run_1/placement.png
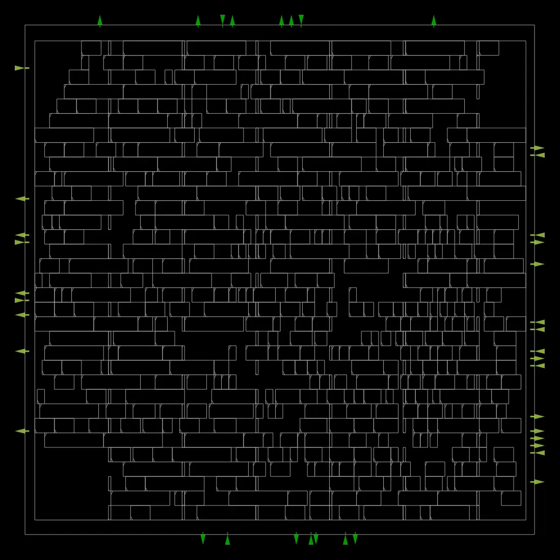
run_1/flops_by_reg.png
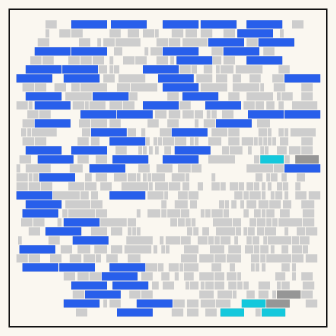
run_1/io_fan.png
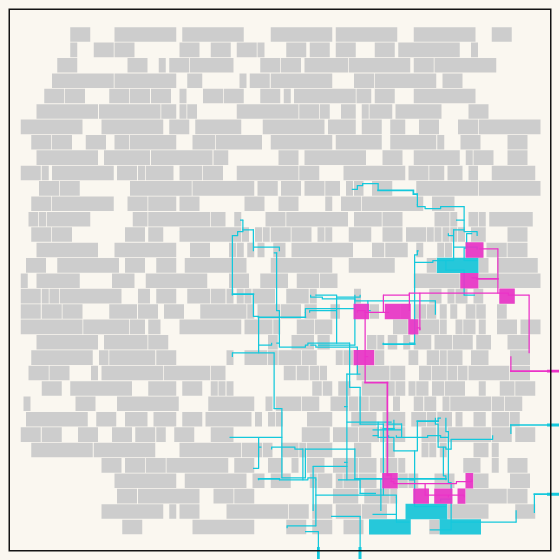
run_1/metal_density.png
The die is cut into 19 by 19 equal tiles; black is low, pale yellow is high, scaled to the fullest tile. Values are wire area over tile area, all layers added.
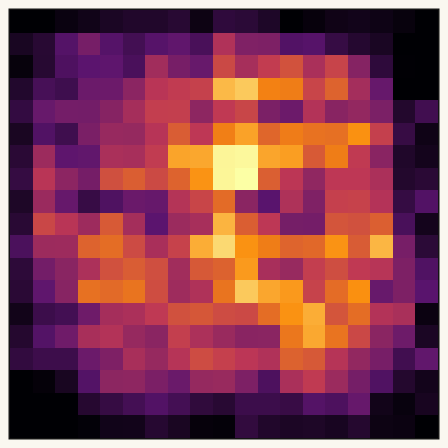
## src/rtl/lifo_stack.sv

```systemverilog
// rtl/lifo_stack.sv - pointer-addressed operand/return stack, one op per cycle
// TOS/NOS are read combinationally from the register file and masked by count.
module lifo_stack #(
  parameter int WORD  = 8,
  parameter int DEPTH = 8,
  parameter int CW    = $clog2(DEPTH + 1)
) (
  input  logic            clk,
  input  logic            rst,
  input  logic            op_valid,
  input  logic [2:0]      op,
  input  logic [WORD-1:0] din,
  input  logic            clr_err,
  output logic [WORD-1:0] peak,
  output logic [WORD-1:0] nos,
  output logic [CW-1:0]   count,
  output logic            full,
  output logic            empty,
  output logic            done,
  output logic            err_ovf,
  output logic            err_udf
);

  localparam int AW = $clog2(DEPTH);

  localparam logic [2:0] OP_NOP     = 3'd0;
  localparam logic [2:0] OP_PUSH    = 3'd1;
  localparam logic [2:0] OP_POP     = 3'd2;
  localparam logic [2:0] OP_REPLACE = 3'd3;
  localparam logic [2:0] OP_DUP     = 3'd4;
  localparam logic [2:0] OP_SWAP    = 3'd5;
  localparam logic [2:0] OP_OVER    = 3'd6;
  localparam logic [2:0] OP_CLEAR   = 3'd7;

  logic [WORD-1:0] mem_q [DEPTH];
  logic [CW-1:0]   count_q, count_d;
  logic            done_q, done_d;
  logic            err_ovf_q, err_ovf_d;
  logic            err_udf_q, err_udf_d;

  logic [CW-1:0]   cnt_m1, cnt_m2;
  logic [AW-1:0]   top_idx, nos_idx, new_idx;
  logic [WORD-1:0] tos_val, nos_val;
  logic            has1, has2, at_cap;

  logic [1:0]      need;
  logic            grows, udf, ovf, exec;
  logic            wr0_en, wr1_en;
  logic [AW-1:0]   wr0_idx, wr1_idx;
  logic [WORD-1:0] wr0_data, wr1_data;

  assign cnt_m1  = count_q - CW'(1);
  assign cnt_m2  = count_q - CW'(2);
  assign top_idx = AW'(cnt_m1);
  assign nos_idx = AW'(cnt_m2);
  assign new_idx = AW'(count_q);
  assign has1    = (count_q >= CW'(1));
  assign has2    = (count_q >= CW'(2));
  assign at_cap  = (count_q == CW'(DEPTH));

  // Out-of-range slots are never shown: count gates what is visible.
  assign tos_val = has1 ? mem_q[top_idx] : '0;
  assign nos_val = has2 ? mem_q[nos_idx] : '0;

  always_comb begin
    need  = 2'd0;
    grows = 1'b0;
    unique case (op)
      OP_PUSH:    grows = 1'b1;
      OP_POP:     need  = 2'd1;
      OP_REPLACE: need  = 2'd1;
      OP_DUP:     begin need = 2'd1; grows = 1'b1; end
      OP_SWAP:    need  = 2'd2;
      OP_OVER:    begin need = 2'd2; grows = 1'b1; end
      default:    ;
    endcase
  end

  // Underflow is judged first so it masks a simultaneous capacity failure.
  assign udf  = op_valid && ((need == 2'd1 && !has1) || (need == 2'd2 && !has2));
  assign ovf  = op_valid && !udf && grows && at_cap;
  assign exec = op_valid && (op != OP_NOP) && !udf && !ovf;

  always_comb begin
    count_d  = count_q;
    wr0_en   = 1'b0;
    wr1_en   = 1'b0;
    wr0_idx  = new_idx;
    wr1_idx  = nos_idx;
    wr0_data = din;
    wr1_data = tos_val;
    if (exec) begin
      unique case (op)
        OP_PUSH: begin
          wr0_en  = 1'b1;
          count_d = count_q + CW'(1);
        end
        OP_POP: count_d = cnt_m1;
        OP_REPLACE: begin
          wr0_en  = 1'b1;
          wr0_idx = top_idx;
        end
        OP_DUP: begin
          wr0_en   = 1'b1;
          wr0_data = tos_val;
          count_d  = count_q + CW'(1);
        end
        OP_SWAP: begin
          wr0_en   = 1'b1;
          wr0_idx  = top_idx;
          wr0_data = nos_val;
          wr1_en   = 1'b1;
        end
        OP_OVER: begin
          wr0_en   = 1'b1;
          wr0_data = nos_val;
          count_d  = count_q + CW'(1);
        end
        OP_CLEAR: count_d = '0;
        default: ;
      endcase
    end
    done_d    = exec;
    err_ovf_d = (err_ovf_q && !clr_err) || ovf;
    err_udf_d = (err_udf_q && !clr_err) || udf;
  end

  always_ff @(posedge clk) begin
    if (rst) begin
      count_q   <= '0;
      done_q    <= 1'b0;
      err_ovf_q <= 1'b0;
      err_udf_q <= 1'b0;
    end else begin
      count_q   <= count_d;
      done_q    <= done_d;
      err_ovf_q <= err_ovf_d;
      err_udf_q <= err_udf_d;
    end
  end

  always_ff @(posedge clk) begin
    if (!rst) begin
      if (wr0_en) mem_q[wr0_idx] <= wr0_data;
      if (wr1_en) mem_q[wr1_idx] <= wr1_data;
    end
  end

  assign peak    = tos_val;
  assign nos     = nos_val;
  assign count   = count_q;
  assign full    = at_cap;
  assign empty   = !has1;
  assign done    = done_q;
  assign err_ovf = err_ovf_q;
  assign err_udf = err_udf_q;

endmodule

```

## config.mk

```make
export PLATFORM = sky130hd
export DESIGN_NAME = lifo_stack
export DESIGN_NICKNAME = d
export VERILOG_FILES = /design/src/rtl/lifo_stack.sv
export SDC_FILE = /design/constraint.sdc
export NUM_CORES = 1
export LEC_CHECK = 0
export CAP_MARGIN = 20
export CORE_MARGIN = 1.5
export CORE_UTILIZATION = 60
export DETAILED_ROUTE_END_ITERATION = 10
export PLACE_DENSITY = 0.82
export SLEW_MARGIN = 30
export SYNTH_ARGS = -nofsm -noshare
export SYNTH_HDL_FRONTEND = slang
export SYNTH_SLANG_ARGS = --single-unit
```

## constraint.sdc

```tcl
create_clock -name clk -period 6.65 [get_ports clk]
set_clock_uncertainty 0.15 [all_clocks]
set_input_delay 0.9975 -clock clk [delete_from_list [all_inputs] [get_ports clk]]
set_output_delay 0.9975 -clock clk [all_outputs]
set_load 0.005 [all_outputs]
```

==> impl_results.html, run 1 <==
<h3>Flow metrics</h3>
<table>
<tr><th>Metric</th><th>Value</th></tr>
<tr><th colspan="2">Global routing</th></tr>
<tr><td>Overall overflow remaining after global route</td><td>0</td></tr>
<tr><td>Busiest metal layer after global routing</td><td>met2</td></tr>
<tr><td>Number of antenna violations at the first check in global routing</td><td>1</td></tr>
<tr><td>Met2 track utilization from global routing</td><td>a little over half</td></tr>
<tr><th colspan="2">Route</th></tr>
<tr><td>Uppermost layer routed</td><td>met4</td></tr>
<tr><td>TritonRoute pass-1 iters</td><td>5</td></tr>
<tr><td>Sum of met3 wire segment lengths after detailed routing</td><td>around 1900 um</td></tr>
<tr><td>Met2 Routed Length</td><td>6930 um</td></tr>
<tr><td>Count of routing violations after the opening detailed-route iteration</td><td>just over 500</td></tr>
<tr><td>Remaining number of nets flagged by the antenna check after routing</td><td>0</td></tr>
<tr><td>Wl on met1</td><td>roughly 6100 um</td></tr>
<tr><th colspan="2">Logic synthesis</th></tr>
<tr><td>Number of cells in the yosys synthesis report</td><td>between 400 and 500</td></tr>
<tr><td>Dominant cell by count in the synthesized netlist</td><td>sky130_fd_sc_hd__mux2i_1</td></tr>
<tr><td>Area fraction in full adders, half adders and majority gates</td><td>under 10%</td></tr>
<tr><td>Leading post-synthesis cells by cell area</td><td>sky130_fd_sc_hd__edfxtp_1 (37%), sky130_fd_sc_hd__mux2i_1 (17%), sky130_fd_sc_hd__mux4_2 (7.0%)</td></tr>
<tr><td>Post-Synthesis Cell Area</td><td>0.00513 mm2</td></tr>
<tr><td>Most frequently used flop master after synthesis</td><td>sky130_fd_sc_hd__edfxtp_1</td></tr>
<tr><td>Multiplexer fraction of the synthesized cell area</td><td>a little over a quarter</td></tr>
<tr><td>Dominant comb cell</td><td>multiplexers</td></tr>
<tr><td>And-or/or-and share of the synthesized area</td><td>approximately 14%</td></tr>
<tr><td>Number of warnings reported in the yosys synthesis log</td><td>0</td></tr>
<tr><td>Cell type with the largest total area</td><td>sky130_fd_sc_hd__edfxtp_1</td></tr>
<tr><td>Net count entering floorplan</td><td>475</td></tr>
<tr><td>Area leader share</td><td>a little under two fifths</td></tr>
<tr><td>Average instance area after synthesis</td><td>between 10 and 15 um2</td></tr>
<tr><td>Chip area in the Yosys report</td><td>0.00513 mm2</td></tr>
<tr><td>Top cells by count, synth</td><td>sky130_fd_sc_hd__mux2i_1 (88), sky130_fd_sc_hd__edfxtp_1 (64), sky130_fd_sc_hd__nand2_1 (46), sky130_fd_sc_hd__nor2_1 (21), sky130_fd_sc_hd__inv_1 (17)</td></tr>
<tr><td>Xor/xnor share</td><td>0.683%</td></tr>
<tr><td>Distinct lib cells used</td><td>slightly below 60</td></tr>
<tr><th colspan="2">Placed design</th></tr>
<tr><td>Post-Place Worst Slack</td><td>roughly 1500 ps</td></tr>
<tr><td>Placed Cells incl. Taps</td><td>around 570</td></tr>
<tr><td>Post-place instance area</td><td>about 0.0056 mm2</td></tr>
<tr><td>Global placement routability congestion</td><td>0.989</td></tr>
<tr><th colspan="2">Layout</th></tr>
<tr><td>Largest area class, layout</td><td>combinational gates</td></tr>
<tr><td>Layout fillers</td><td>625</td></tr>
<tr><td>Number of flip-flops under the largest register name</td><td>between 60 and 70</td></tr>
<tr><td>Most frequent logic cells in the routed design</td><td>sky130_fd_sc_hd__mux2i_1 (88), sky130_fd_sc_hd__edfxtp_1 (64), sky130_fd_sc_hd__nand2_1 (46)</td></tr>
<tr><td>Reg with most FFs</td><td>mem_q</td></tr>
<tr><td>Number of nets in the layout</td><td>around 500</td></tr>
<tr><td>Multi-input logic cell count</td><td>roughly 330</td></tr>
<tr><td>Non-clock buffer share</td><td>under 10%</td></tr>
<tr><td>Share of final-layout standard cells stronger than drive strength 1</td><td>~16%</td></tr>
<tr><td>Area delta synth-&gt;final</td><td>12.4%</td></tr>
<tr><td>Antenna Diode Count</td><td>0</td></tr>
<tr><td>Non-clk bufs</td><td>47</td></tr>
<tr><td>Multi-input combinational area share</td><td>approximately half</td></tr>
<tr><td>Inverters</td><td>18</td></tr>
<tr><th colspan="2">Worst setup path</th></tr>
<tr><td>Crit-path max FO</td><td>20</td></tr>
<tr><td>Dominant delay contributor by cell family on the critical path</td><td>simple AND/OR/NAND/NOR gates</td></tr>
<tr><td>Worst Setup End Kind</td><td>flip-flop</td></tr>
<tr><td>Startpoint type of the worst setup path</td><td>flip-flop</td></tr>
<tr><td>Critical path class</td><td>reg2reg</td></tr>
<tr><td>Reg2reg end</td><td>mem_q[5][1]</td></tr>
<tr><td>CP Depth</td><td>9</td></tr>
<tr><td>Largest stage delay, worst path</td><td>a little over 800 ps</td></tr>
<tr><th colspan="2">Run status</th></tr>
<tr><td>Run status</td><td>finished, final reports clean</td></tr>
<tr><th colspan="2">Run</th></tr>
<tr><td>Tool warning count</td><td>34</td></tr>
<tr><td>Reported max-cap violation count</td><td>0</td></tr>
<tr><th colspan="2">Final timing</th></tr>
<tr><td>Final Hold Slack</td><td>345 ps</td></tr>
<tr><td>Maximum clock frequency</td><td>approximately 190 MHz</td></tr>
<tr><td>Slew Viols, Final</td><td>0</td></tr>
<tr><td>Actual transition at the worst max-transition pin</td><td>about 980 ps</td></tr>
<tr><td>Number of setup violations in the final report</td><td>0</td></tr>
<tr><td>Setup repair after global routing missed its margin</td><td>false</td></tr>
<tr><td>Relative slew slack</td><td>34.4%</td></tr>
<tr><td>Hold violation count in the final report</td><td>0</td></tr>
<tr><td>Setup TNS Final</td><td>0 ps</td></tr>
<tr><th colspan="2">Power and ir drop</th></tr>
<tr><td>Power drawn by the combinational cells</td><td>555 uW</td></tr>
<tr><td>Proportion of power drawn by flip-flops and latches</td><td>between 30 and 40%</td></tr>
<tr><td>Power share of the combinational group</td><td>between 30% and 40%</td></tr>
<tr><td>Total design power</td><td>roughly 1400 uW</td></tr>
<tr><td>Worst IR drop on VDD</td><td>0.000160 V</td></tr>
<tr><td>Internal power summed over all cells</td><td>about 870 uW</td></tr>
<tr><td>P_leak</td><td>0.00237 uW</td></tr>
<tr><td>Power density over cell area</td><td>between 200 and 250 mW/mm2</td></tr>
<tr><td>Switching share of power</td><td>a little under two fifths</td></tr>
<tr><th colspan="2">Clock network</th></tr>
<tr><td>Htree depth</td><td>3</td></tr>
<tr><td>Post-CTS setup buffer count</td><td>0</td></tr>
<tr><td>Post_cts resized</td><td>0</td></tr>
<tr><td>Max Buffers Root-to-Sink</td><td>2</td></tr>
<tr><td>Clock slew at reported path FFs</td><td>~80 ps</td></tr>
<tr><th colspan="2">Min path</th></tr>
<tr><td>Class of the tightest hold or removal check</td><td>reg2reg</td></tr>
<tr><td>Hold-critical path depth</td><td>2</td></tr>
<tr><th colspan="2">Floorplanning</th></tr>
<tr><td>Floorplan-stage core utilization</td><td>62.1%</td></tr>
<tr><td>Number of cell rows</td><td>33</td></tr>
<tr><td>Horizontal extent of the die</td><td>approximately 95 um</td></tr>
</table>
About placement.png:
count of sequential standard cells: 71
area of the core: 0.00826 mm2
sequential portion of the cell area: 35.8%
final instance count without filler cells: 587

About flops_by_reg.png:
| color | name in the netlist | sequential cells |
|---|---|---|
| blue | `mem_q` | 64 |
| cyan | `count` | 4 |
not colored: 3
reported sequential group power: 511 uW
final core area utilization: 69.8%
storage element area: 0.00206 mm2

About io_fan.png:
| color | port | direction | end cells | buffers | wire |
|---|---|---|---|---|---|
| cyan | `count` | output | 4 | 5 | 666 um |
| magenta | `rst` | input | 13 | 1 | 141 um |
number of port buffers: 39
count of boundary I/O pins: 40

About metal_density.png:
fullest tile: 0.80
nearly empty tiles: 6.6%
densest ninth of the die: middle
mean over tiles: 0.29
average detailed-routed wire length per instance: 26.3 um
final wirelength: 15400 um

run_1/layer_met3.png
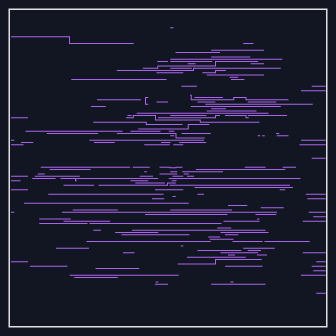

==> run 1 -> run 2 <==
--- a/config.mk
+++ b/config.mk
@@ -7,9 +7,9 @@
 export LEC_CHECK = 0
 export CAP_MARGIN = 20
 export CORE_MARGIN = 1.5
-export CORE_UTILIZATION = 60
+export CORE_UTILIZATION = 54
 export DETAILED_ROUTE_END_ITERATION = 10
-export PLACE_DENSITY = 0.82
+export PLACE_DENSITY = 0.78
 export SLEW_MARGIN = 30
 export SYNTH_ARGS = -nofsm -noshare
 export SYNTH_HDL_FRONTEND = slang
==> constraint.sdc (replaced) <==
create_clock -name clk -period 4.7 [get_ports clk]
set_clock_uncertainty 0.15 [all_clocks]
set_input_delay 0.705 -clock clk [delete_from_list [all_inputs] [get_ports clk]]
set_output_delay 0.705 -clock clk [all_outputs]
set_load 0.005 [all_outputs]
run_2/layer_met3.png
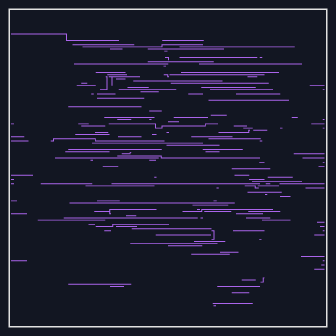
nets with wire on the layer: 103
main direction: horizontal
wire length on this layer: 1700 um
share of all routed wire: 11%
longest straight run: 52.2 um

run_2/io_fan.png
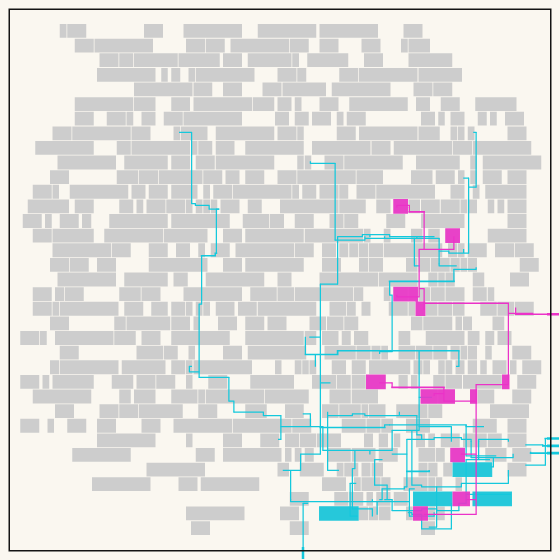
| color | port | direction | end cells | buffers | wire |
|---|---|---|---|---|---|
| magenta | `rst` | input | 13 | 1 | 151 um |
| cyan | `count` | output | 4 | 6 | 726 um |

==> run 2 against run 1 <==
Effect of this change: largest power group unchanged; cell count rose by 6.6%; critical endpoint is now nos[6]; design area rose by 2.9%; combinational power rose by 44%; sequential share of layout area fell by 1.0 points; critical path depth fell by 1; sequential cell count did not move; synthesized area did not move; largest cell class unchanged; count of clock-buffer cells in the layout rose by 1; sequential power rose by 41%.
==> impl_results.html, run 2 <==
<h3>Flow metrics</h3>
<table>
<tr><th>Metric</th><th>Value</th></tr>
<tr><th colspan="2">Run status</th></tr>
<tr><td>Run status</td><td>finished, final reports clean</td></tr>
<tr><th colspan="2">Floorplanning</th></tr>
<tr><td>Number of cell rows</td><td>35</td></tr>
<tr><td>Floorplan-stage core utilization</td><td>55.5%</td></tr>
<tr><td>Number of tap instances</td><td>129</td></tr>
<tr><td>Count of boundary I/O pins</td><td>40</td></tr>
<tr><td>Horizontal extent of the die</td><td>~100 um</td></tr>
<tr><td>Area of the core</td><td>~0.0092 mm2</td></tr>
<tr><th colspan="2">Logic synthesis</th></tr>
<tr><td>Most frequently used flop master after synthesis</td><td>sky130_fd_sc_hd__edfxtp_1</td></tr>
<tr><td>Area leader share</td><td>37.5%</td></tr>
<tr><td>Area fraction in full adders, half adders and majority gates</td><td>between 2 and 2.5%</td></tr>
<tr><td>Number of warnings reported in the yosys synthesis log</td><td>0</td></tr>
<tr><td>Net count entering floorplan</td><td>around 480</td></tr>
<tr><td>Multiplexer fraction of the synthesized cell area</td><td>a little over a quarter</td></tr>
<tr><td>Leading post-synthesis cells by cell area</td><td>sky130_fd_sc_hd__edfxtp_1 (37%), sky130_fd_sc_hd__mux2i_1 (17%), sky130_fd_sc_hd__mux4_2 (7.0%)</td></tr>
<tr><td>Dominant comb cell</td><td>multiplexers</td></tr>
<tr><td>Cell type with the largest total area</td><td>sky130_fd_sc_hd__edfxtp_1</td></tr>
<tr><td>Chip area in the Yosys report</td><td>0.00513 mm2</td></tr>
<tr><td>Sequential area share after synthesis</td><td>about two fifths</td></tr>
<tr><td>Number of enable-type register cells in the synthesized netlist</td><td>64</td></tr>
<tr><td>Post-synth ARST share</td><td>0%</td></tr>
<tr><td>And-or/or-and share of the synthesized area</td><td>between 10% and 20%</td></tr>
<tr><td>Top cells by count, synth</td><td>sky130_fd_sc_hd__mux2i_1 (88), sky130_fd_sc_hd__edfxtp_1 (64), sky130_fd_sc_hd__nand2_1 (46), sky130_fd_sc_hd__nor2_1 (21), sky130_fd_sc_hd__inv_1 (17)</td></tr>
<tr><td>Xor/xnor share</td><td>0.683%</td></tr>
<tr><td>Distinct lib cells used</td><td>around 58</td></tr>
<tr><td>Yosys reg bits</td><td>71</td></tr>
<tr><td>Number of cells in the yosys synthesis report</td><td>approximately 450</td></tr>
<tr><td>Average instance area after synthesis</td><td>11.4 um2</td></tr>
<tr><td>Basic Gates by Area</td><td>between 10% and 20%</td></tr>
<tr><td>Dominant cell by count in the synthesized netlist</td><td>sky130_fd_sc_hd__mux2i_1</td></tr>
<tr><td>Mapped Cells</td><td>450</td></tr>
<tr><td>Post-Synthesis Cell Area</td><td>about 0.0051 mm2</td></tr>
<tr><th colspan="2">Run</th></tr>
<tr><td>Reported max-cap violation count</td><td>0</td></tr>
<tr><td>Tool warning count</td><td>34</td></tr>
<tr><th colspan="2">Route</th></tr>
<tr><td>Final wirelength</td><td>about 15000 um</td></tr>
<tr><td>TritonRoute pass-1 iters</td><td>5</td></tr>
<tr><td>Average detailed-routed wire length per instance</td><td>around 24 um</td></tr>
<tr><td>Uppermost layer routed</td><td>met4</td></tr>
<tr><td>Wl on met1</td><td>just under 6000 um</td></tr>
<tr><td>Count of routing violations after the opening detailed-route iteration</td><td>around 370</td></tr>
<tr><td>DRC</td><td>0</td></tr>
<tr><td>Remaining number of nets flagged by the antenna check after routing</td><td>0</td></tr>
<tr><td>Met2 Routed Length</td><td>7140 um</td></tr>
<tr><td>Sum of met3 wire segment lengths after detailed routing</td><td>1700 um</td></tr>
<tr><th colspan="2">Final timing</th></tr>
<tr><td>Ratio of final minimum period to clock period</td><td>92.1%</td></tr>
<tr><td>Smallest setup slack after layout</td><td>373 ps</td></tr>
<tr><td>Minimum clock period after layout</td><td>between 4000 and 5000 ps</td></tr>
<tr><td>Maximum clock frequency</td><td>231 MHz</td></tr>
<tr><td>Setup TNS Final</td><td>0 ps</td></tr>
<tr><td>Final Hold Slack</td><td>roughly 340 ps</td></tr>
<tr><td>Hold violation count in the final report</td><td>0</td></tr>
<tr><td>Actual transition at the worst max-transition pin</td><td>around 800 ps</td></tr>
<tr><td>Setup repair after global routing missed its margin</td><td>false</td></tr>
<tr><td>Slew Viols, Final</td><td>0</td></tr>
<tr><td>Relative slew slack</td><td>around 47%</td></tr>
<tr><td>Number of setup violations in the final report</td><td>0</td></tr>
<tr><th colspan="2">Worst setup path</th></tr>
<tr><td>Req. time, crit path</td><td>roughly 3900 ps</td></tr>
<tr><td>Critical path class</td><td>reg2out</td></tr>
<tr><td>Critical path, cell by cell</td><td>inv_1 -&gt; ha_1 -&gt; buf_4 -&gt; mux2i_1 -&gt; a22oi_1 -&gt; o211ai_1 -&gt; nor2_1 -&gt; clkdlybuf4s50_1</td></tr>
<tr><td>Largest stage delay, worst path</td><td>~700 ps</td></tr>
<tr><td>Crit path arrival time</td><td>~3500 ps</td></tr>
<tr><td>Startpoint type of the worst setup path</td><td>flip-flop</td></tr>
<tr><td>Dominant delay contributor by cell family on the critical path</td><td>buffers and inverters</td></tr>
<tr><td>Worst Setup End Kind</td><td>output pin</td></tr>
<tr><td>Reg2reg end</td><td>mem_q[7][4]</td></tr>
<tr><td>Slack of the worst reg-to-reg path</td><td>610 ps</td></tr>
<tr><td>Crit-path max FO</td><td>14</td></tr>
<tr><td>CP Depth</td><td>8</td></tr>
<tr><td>Buffers and inverters on the worst path</td><td>3</td></tr>
<tr><td>Worst r2r path cells</td><td>10</td></tr>
<tr><td>Start point of the critical path</td><td>count[2]</td></tr>
<tr><th colspan="2">Placed design</th></tr>
<tr><td>Dpl hpwl</td><td>~11000 um</td></tr>
<tr><td>Placed Cells incl. Taps</td><td>610</td></tr>
<tr><td>Number of port buffers</td><td>39</td></tr>
<tr><td>Global placement routability congestion</td><td>between 0.9 and 1</td></tr>
<tr><td>Post-Place Worst Slack</td><td>approximately 630 ps</td></tr>
<tr><td>Post-place instance area</td><td>between 0.005 and 0.006 mm2</td></tr>
<tr><th colspan="2">Layout</th></tr>
<tr><td>Final instance count without filler cells</td><td>between 600 and 700</td></tr>
<tr><td>Cell area after layout</td><td>roughly 0.0059 mm2</td></tr>
<tr><td>Reg with most FFs</td><td>mem_q</td></tr>
<tr><td>Layout fillers</td><td>~760</td></tr>
<tr><td>Non-clk bufs</td><td>about 62</td></tr>
<tr><td>Multi-input logic cell count</td><td>330</td></tr>
<tr><td>Area delta synth-&gt;final</td><td>15.7%</td></tr>
<tr><td>Multi-input combinational area share</td><td>between 40% and 50%</td></tr>
<tr><td>Largest area class, layout</td><td>combinational gates</td></tr>
<tr><td>Final core area utilization</td><td>between 60 and 70%</td></tr>
<tr><td>Clock Network Area Fraction</td><td>between 3 and 4%</td></tr>
<tr><td>Number of nets in the layout</td><td>517</td></tr>
<tr><td>Share of final-layout standard cells stronger than drive strength 1</td><td>roughly 17%</td></tr>
<tr><td>Count of sequential standard cells</td><td>71</td></tr>
<tr><td>Most common cell after layout, fill and taps aside</td><td>sky130_fd_sc_hd__mux2i_1</td></tr>
<tr><td>Inverters</td><td>18</td></tr>
<tr><td>Multi-input combinational cell area</td><td>~0.0028 mm2</td></tr>
<tr><td>Antenna Diode Count</td><td>0</td></tr>
<tr><td>Storage element area</td><td>a little over 0.002 mm2</td></tr>
<tr><td>Non-clock buffer share</td><td>under 10%</td></tr>
<tr><td>Most frequent logic cells in the routed design</td><td>sky130_fd_sc_hd__mux2i_1 (88), sky130_fd_sc_hd__edfxtp_1 (64), sky130_fd_sc_hd__nand2_1 (46)</td></tr>
<tr><td>Number of flip-flops under the largest register name</td><td>64</td></tr>
<tr><td>Sequential portion of the cell area</td><td>approximately a third</td></tr>
<tr><th colspan="2">Global routing</th></tr>
<tr><td>Overall global routing resource usage</td><td>31.7%</td></tr>
<tr><td>Grt met3 use</td><td>slightly below 8%</td></tr>
<tr><td>Overall overflow remaining after global route</td><td>0</td></tr>
<tr><td>Number of antenna violations at the first check in global routing</td><td>0</td></tr>
<tr><td>Met2 track utilization from global routing</td><td>approximately half</td></tr>
<tr><td>Met1 Track Usage GR</td><td>around two fifths</td></tr>
<tr><td>Vias in the first global route</td><td>about 4000</td></tr>
<tr><td>Global-route wire length before repair</td><td>around 23000 um</td></tr>
<tr><td>Busiest metal layer after global routing</td><td>met2</td></tr>
<tr><td>Pin count of the biggest net entering global routing</td><td>35</td></tr>
<tr><th colspan="2">Clock network</th></tr>
<tr><td>Sinks on the clock net</td><td>just over 70</td></tr>
<tr><td>Clock latency of the later-clocked register in the worst-skew pair</td><td>between 300 and 400 ps</td></tr>
<tr><td>Htree depth</td><td>3</td></tr>
<tr><td>Hold-fix buffers at CTS</td><td>0</td></tr>
<tr><td>Clk root buf</td><td>sky130_fd_sc_hd__clkbuf_8</td></tr>
<tr><td>CTS Buf Count</td><td>9</td></tr>
<tr><td>Post-CTS setup buffer count</td><td>0</td></tr>
<tr><td>Clock tree from TritonCTS</td><td>done</td></tr>
<tr><td>Max Buffers Root-to-Sink</td><td>2</td></tr>
<tr><td>Post_cts resized</td><td>0</td></tr>
<tr><td>Clock slew at reported path FFs</td><td>roughly 90 ps</td></tr>
<tr><th colspan="2">Power and ir drop</th></tr>
<tr><td>Internal power summed over all cells</td><td>1350 uW</td></tr>
<tr><td>Total design power</td><td>2080 uW</td></tr>
<tr><td>Power share of the combinational group</td><td>between 30% and 40%</td></tr>
<tr><td>Power density over cell area</td><td>around 350 mW/mm2</td></tr>
<tr><td>Clock Power</td><td>about 560 uW</td></tr>
<tr><td>P_leak</td><td>0.00244 uW</td></tr>
<tr><td>Switching share of power</td><td>between 30% and 40%</td></tr>
<tr><td>Worst IR drop on VDD</td><td>0.000175 V</td></tr>
<tr><td>Share of power burned in the clock network</td><td>a little over a quarter</td></tr>
<tr><td>Reported sequential group power</td><td>around 700 uW</td></tr>
<tr><td>Power drawn by the combinational cells</td><td>about 800 uW</td></tr>
<tr><td>Proportion of power drawn by flip-flops and latches</td><td>between 30% and 40%</td></tr>
<tr><td>Top power consumer group</td><td>combinational logic</td></tr>
<tr><th colspan="2">Min path</th></tr>
<tr><td>Class of the tightest hold or removal check</td><td>reg2reg</td></tr>
<tr><td>Capture endpoint of the worst hold path</td><td>err_ovf</td></tr>
<tr><td>Hold-critical path depth</td><td>2</td></tr>
<tr><td>Startpoint of the tightest hold check path</td><td>err_ovf</td></tr>
</table>
run_2/placement.png
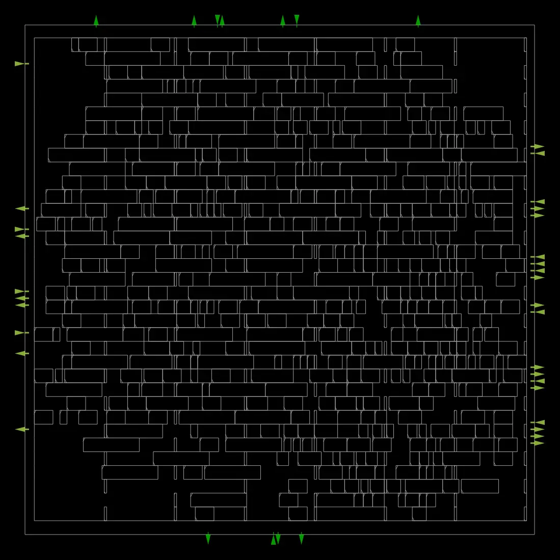

==> run 2 -> run 3 <==
--- a/config.mk
+++ b/config.mk
@@ -7,9 +7,9 @@
 export LEC_CHECK = 0
 export CAP_MARGIN = 20
 export CORE_MARGIN = 1.5
-export CORE_UTILIZATION = 54
+export CORE_UTILIZATION = 45
 export DETAILED_ROUTE_END_ITERATION = 10
-export PLACE_DENSITY = 0.78
+export PLACE_DENSITY = 0.67
 export SLEW_MARGIN = 30
 export SYNTH_ARGS = -nofsm -noshare
 export SYNTH_HDL_FRONTEND = slang
run_3/placement.png
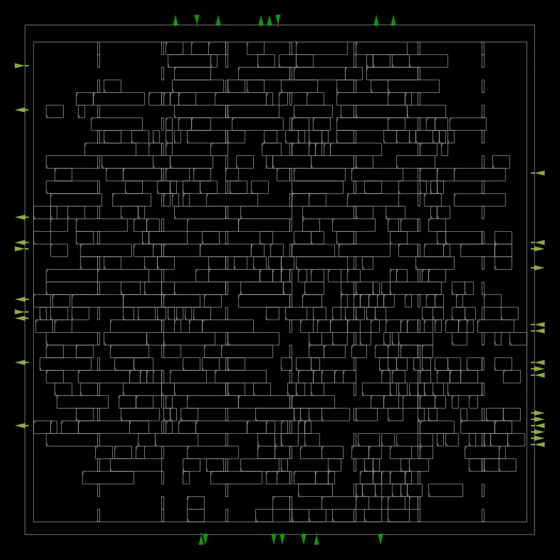
number of tap instances: 140
area of the core: 0.0110 mm2
final core area utilization: 55.9%

run_3/metal_density.png
The die is cut into 22 by 22 equal tiles; black is low, pale yellow is high, scaled to the fullest tile. Values are wire area over tile area, all layers added.
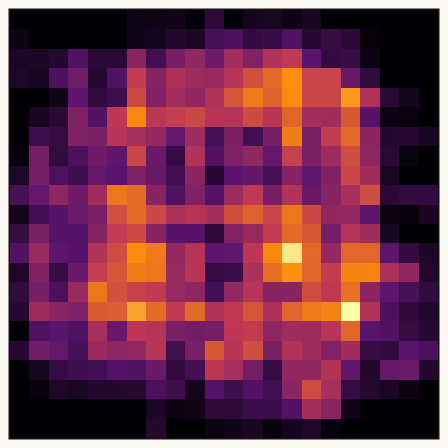
emptiest ninth of the die: top left
tiles over half the peak: 18%
fullest tile: 0.75
number of vias after detailed routing: 4079
overall global routing resource usage: 27.5%
average detailed-routed wire length per instance: 24.3 um
final wirelength: 15700 um

==> run 3 against run 2 <==
Effect of this change: synthesized area did not move; sequential cell count did not move; worst setup slack improved by 76 ps; worst hold slack improved by 6.5 ps; global-route usage fell by 4.2 points; die area rose by 19%; non-clock buffer count rose by 9; power rose by 12%; sequential power barely moved; via count fell by 1.0%; combinational power rose by 1%; clock power rose by 43%.
==> impl_results.html, run 3 <==
<h3>Flow metrics</h3>
<table>
<tr><th>Metric</th><th>Value</th></tr>
<tr><th colspan="2">Global routing</th></tr>
<tr><td>Number of antenna violations at the first check in global routing</td><td>0</td></tr>
<tr><td>Global-route wire length before repair</td><td>23600 um</td></tr>
<tr><td>Met2 track utilization from global routing</td><td>between 40 and 50%</td></tr>
<tr><td>Pin count of the biggest net entering global routing</td><td>35</td></tr>
<tr><th colspan="2">Worst setup path</th></tr>
<tr><td>Worst Setup End Kind</td><td>output pin</td></tr>
<tr><td>Critical path class</td><td>reg2out</td></tr>
<tr><td>Start point of the critical path</td><td>count[1]</td></tr>
<tr><td>Worst r2r path cells</td><td>14</td></tr>
<tr><td>Crit-path max FO</td><td>10</td></tr>
<tr><td>Startpoint type of the worst setup path</td><td>flip-flop</td></tr>
<tr><td>Largest stage delay, worst path</td><td>approximately 550 ps</td></tr>
<tr><td>Dominant delay contributor by cell family on the critical path</td><td>buffers and inverters</td></tr>
<tr><td>Reg2reg end</td><td>mem_q[4][3]</td></tr>
<tr><td>Slack of the worst reg-to-reg path</td><td>between 700 and 800 ps</td></tr>
<tr><td>CP Depth</td><td>10</td></tr>
<tr><th colspan="2">Power and ir drop</th></tr>
<tr><td>Top power consumer group</td><td>combinational logic</td></tr>
<tr><td>Share of power burned in the clock network</td><td>34.6%</td></tr>
<tr><td>Switching share of power</td><td>around a third</td></tr>
<tr><td>Power density over cell area</td><td>380 mW/mm2</td></tr>
<tr><td>Worst IR drop on VDD</td><td>roughly 0.00028 V</td></tr>
<tr><td>Proportion of power drawn by flip-flops and latches</td><td>just over 30%</td></tr>
<tr><th colspan="2">Floorplanning</th></tr>
<tr><td>Floorplan-stage core utilization</td><td>between 40% and 50%</td></tr>
<tr><td>Number of cell rows</td><td>38</td></tr>
<tr><td>Horizontal extent of the die</td><td>110 um</td></tr>
<tr><td>Count of boundary I/O pins</td><td>around 40</td></tr>
<tr><th colspan="2">Layout</th></tr>
<tr><td>Number of flip-flops under the largest register name</td><td>between 60 and 70</td></tr>
<tr><td>Multi-input combinational cell area</td><td>roughly 0.0028 mm2</td></tr>
<tr><td>Multi-input logic cell count</td><td>~330</td></tr>
<tr><td>Reg with most FFs</td><td>mem_q</td></tr>
<tr><td>Final instance count without filler cells</td><td>646</td></tr>
<tr><td>Non-clk bufs</td><td>approximately 71</td></tr>
<tr><td>Clock Network Area Fraction</td><td>between 5 and 6%</td></tr>
<tr><td>Layout fillers</td><td>between 900 and 1000</td></tr>
<tr><td>Most common cell after layout, fill and taps aside</td><td>sky130_fd_sc_hd__mux2i_1</td></tr>
<tr><td>Sequential portion of the cell area</td><td>between 30% and 40%</td></tr>
<tr><td>Most frequent logic cells in the routed design</td><td>sky130_fd_sc_hd__mux2i_1 (88), sky130_fd_sc_hd__edfxtp_1 (64), sky130_fd_sc_hd__nand2_1 (46)</td></tr>
<tr><td>Share of final-layout standard cells stronger than drive strength 1</td><td>roughly a fifth</td></tr>
<tr><td>Cell area after layout</td><td>around 0.006 mm2</td></tr>
<tr><td>Number of nets in the layout</td><td>526</td></tr>
<tr><td>Multi-input combinational area share</td><td>around 46%</td></tr>
<tr><th colspan="2">Logic synthesis</th></tr>
<tr><td>Xor/xnor share</td><td>0.683%</td></tr>
<tr><td>Mapped Cells</td><td>450</td></tr>
<tr><td>Average instance area after synthesis</td><td>11.4 um2</td></tr>
<tr><td>And-or/or-and share of the synthesized area</td><td>between 10 and 15%</td></tr>
<tr><td>Basic Gates by Area</td><td>10.8%</td></tr>
<tr><td>Dominant comb cell</td><td>multiplexers</td></tr>
<tr><td>Dominant cell by count in the synthesized netlist</td><td>sky130_fd_sc_hd__mux2i_1</td></tr>
<tr><td>Top cells by count, synth</td><td>sky130_fd_sc_hd__mux2i_1 (88), sky130_fd_sc_hd__edfxtp_1 (64), sky130_fd_sc_hd__nand2_1 (46), sky130_fd_sc_hd__nor2_1 (21), sky130_fd_sc_hd__inv_1 (17)</td></tr>
<tr><td>Post-synth ARST share</td><td>0%</td></tr>
<tr><td>Leading post-synthesis cells by cell area</td><td>sky130_fd_sc_hd__edfxtp_1 (37%), sky130_fd_sc_hd__mux2i_1 (17%), sky130_fd_sc_hd__mux4_2 (7.0%)</td></tr>
<tr><td>Area fraction in full adders, half adders and majority gates</td><td>about 2.4%</td></tr>
<tr><td>Most frequently used flop master after synthesis</td><td>sky130_fd_sc_hd__edfxtp_1</td></tr>
<tr><td>Distinct lib cells used</td><td>a little under 60</td></tr>
<tr><td>Number of warnings reported in the yosys synthesis log</td><td>0</td></tr>
<tr><td>Multiplexer fraction of the synthesized cell area</td><td>approximately 27%</td></tr>
<tr><td>Cell type with the largest total area</td><td>sky130_fd_sc_hd__edfxtp_1</td></tr>
<tr><td>Number of cells in the yosys synthesis report</td><td>approximately 450</td></tr>
<tr><td>Post-Synthesis Cell Area</td><td>between 0.005 and 0.006 mm2</td></tr>
<tr><th colspan="2">Min path</th></tr>
<tr><td>Capture endpoint of the worst hold path</td><td>err_ovf</td></tr>
<tr><td>Class of the tightest hold or removal check</td><td>reg2reg</td></tr>
<tr><td>Startpoint of the tightest hold check path</td><td>err_ovf</td></tr>
<tr><th colspan="2">Placed design</th></tr>
<tr><td>Dpl hpwl</td><td>approximately 11000 um</td></tr>
<tr><td>Post-Place Worst Slack</td><td>579 ps</td></tr>
<tr><td>Placed Cells incl. Taps</td><td>629</td></tr>
<tr><th colspan="2">Clock network</th></tr>
<tr><td>Max Buffers Root-to-Sink</td><td>2</td></tr>
<tr><td>Htree depth</td><td>3</td></tr>
<tr><td>CTS Buf Count</td><td>9</td></tr>
<tr><td>Hold-fix buffers at CTS</td><td>0</td></tr>
<tr><td>Clock latency of the later-clocked register in the worst-skew pair</td><td>340 ps</td></tr>
<tr><td>Post-CTS setup buffer count</td><td>0</td></tr>
<tr><td>Clk root buf</td><td>sky130_fd_sc_hd__clkbuf_16</td></tr>
<tr><td>Clock slew at reported path FFs</td><td>approximately 60 ps</td></tr>
<tr><th colspan="2">Final timing</th></tr>
<tr><td>Number of setup violations in the final report</td><td>0</td></tr>
<tr><td>Minimum clock period after layout</td><td>approximately 4300 ps</td></tr>
<tr><td>Relative slew slack</td><td>roughly 33%</td></tr>
<tr><td>Smallest setup slack after layout</td><td>around 450 ps</td></tr>
<tr><th colspan="2">Route</th></tr>
<tr><td>Remaining number of nets flagged by the antenna check after routing</td><td>0</td></tr>
<tr><td>TritonRoute pass-1 iters</td><td>5</td></tr>
<tr><td>Met2 Routed Length</td><td>between 7000 and 8000 um</td></tr>
<tr><td>Wl on met1</td><td>~6700 um</td></tr>
<tr><td>Uppermost layer routed</td><td>met4</td></tr>
<tr><td>Count of routing violations after the opening detailed-route iteration</td><td>about 390</td></tr>
<tr><th colspan="2">Run</th></tr>
<tr><td>Tool warning count</td><td>34</td></tr>
<tr><th colspan="2">Run status</th></tr>
<tr><td>Run status</td><td>finished, final reports clean</td></tr>
</table>
Power is estimated from default activity; no workload was simulated.
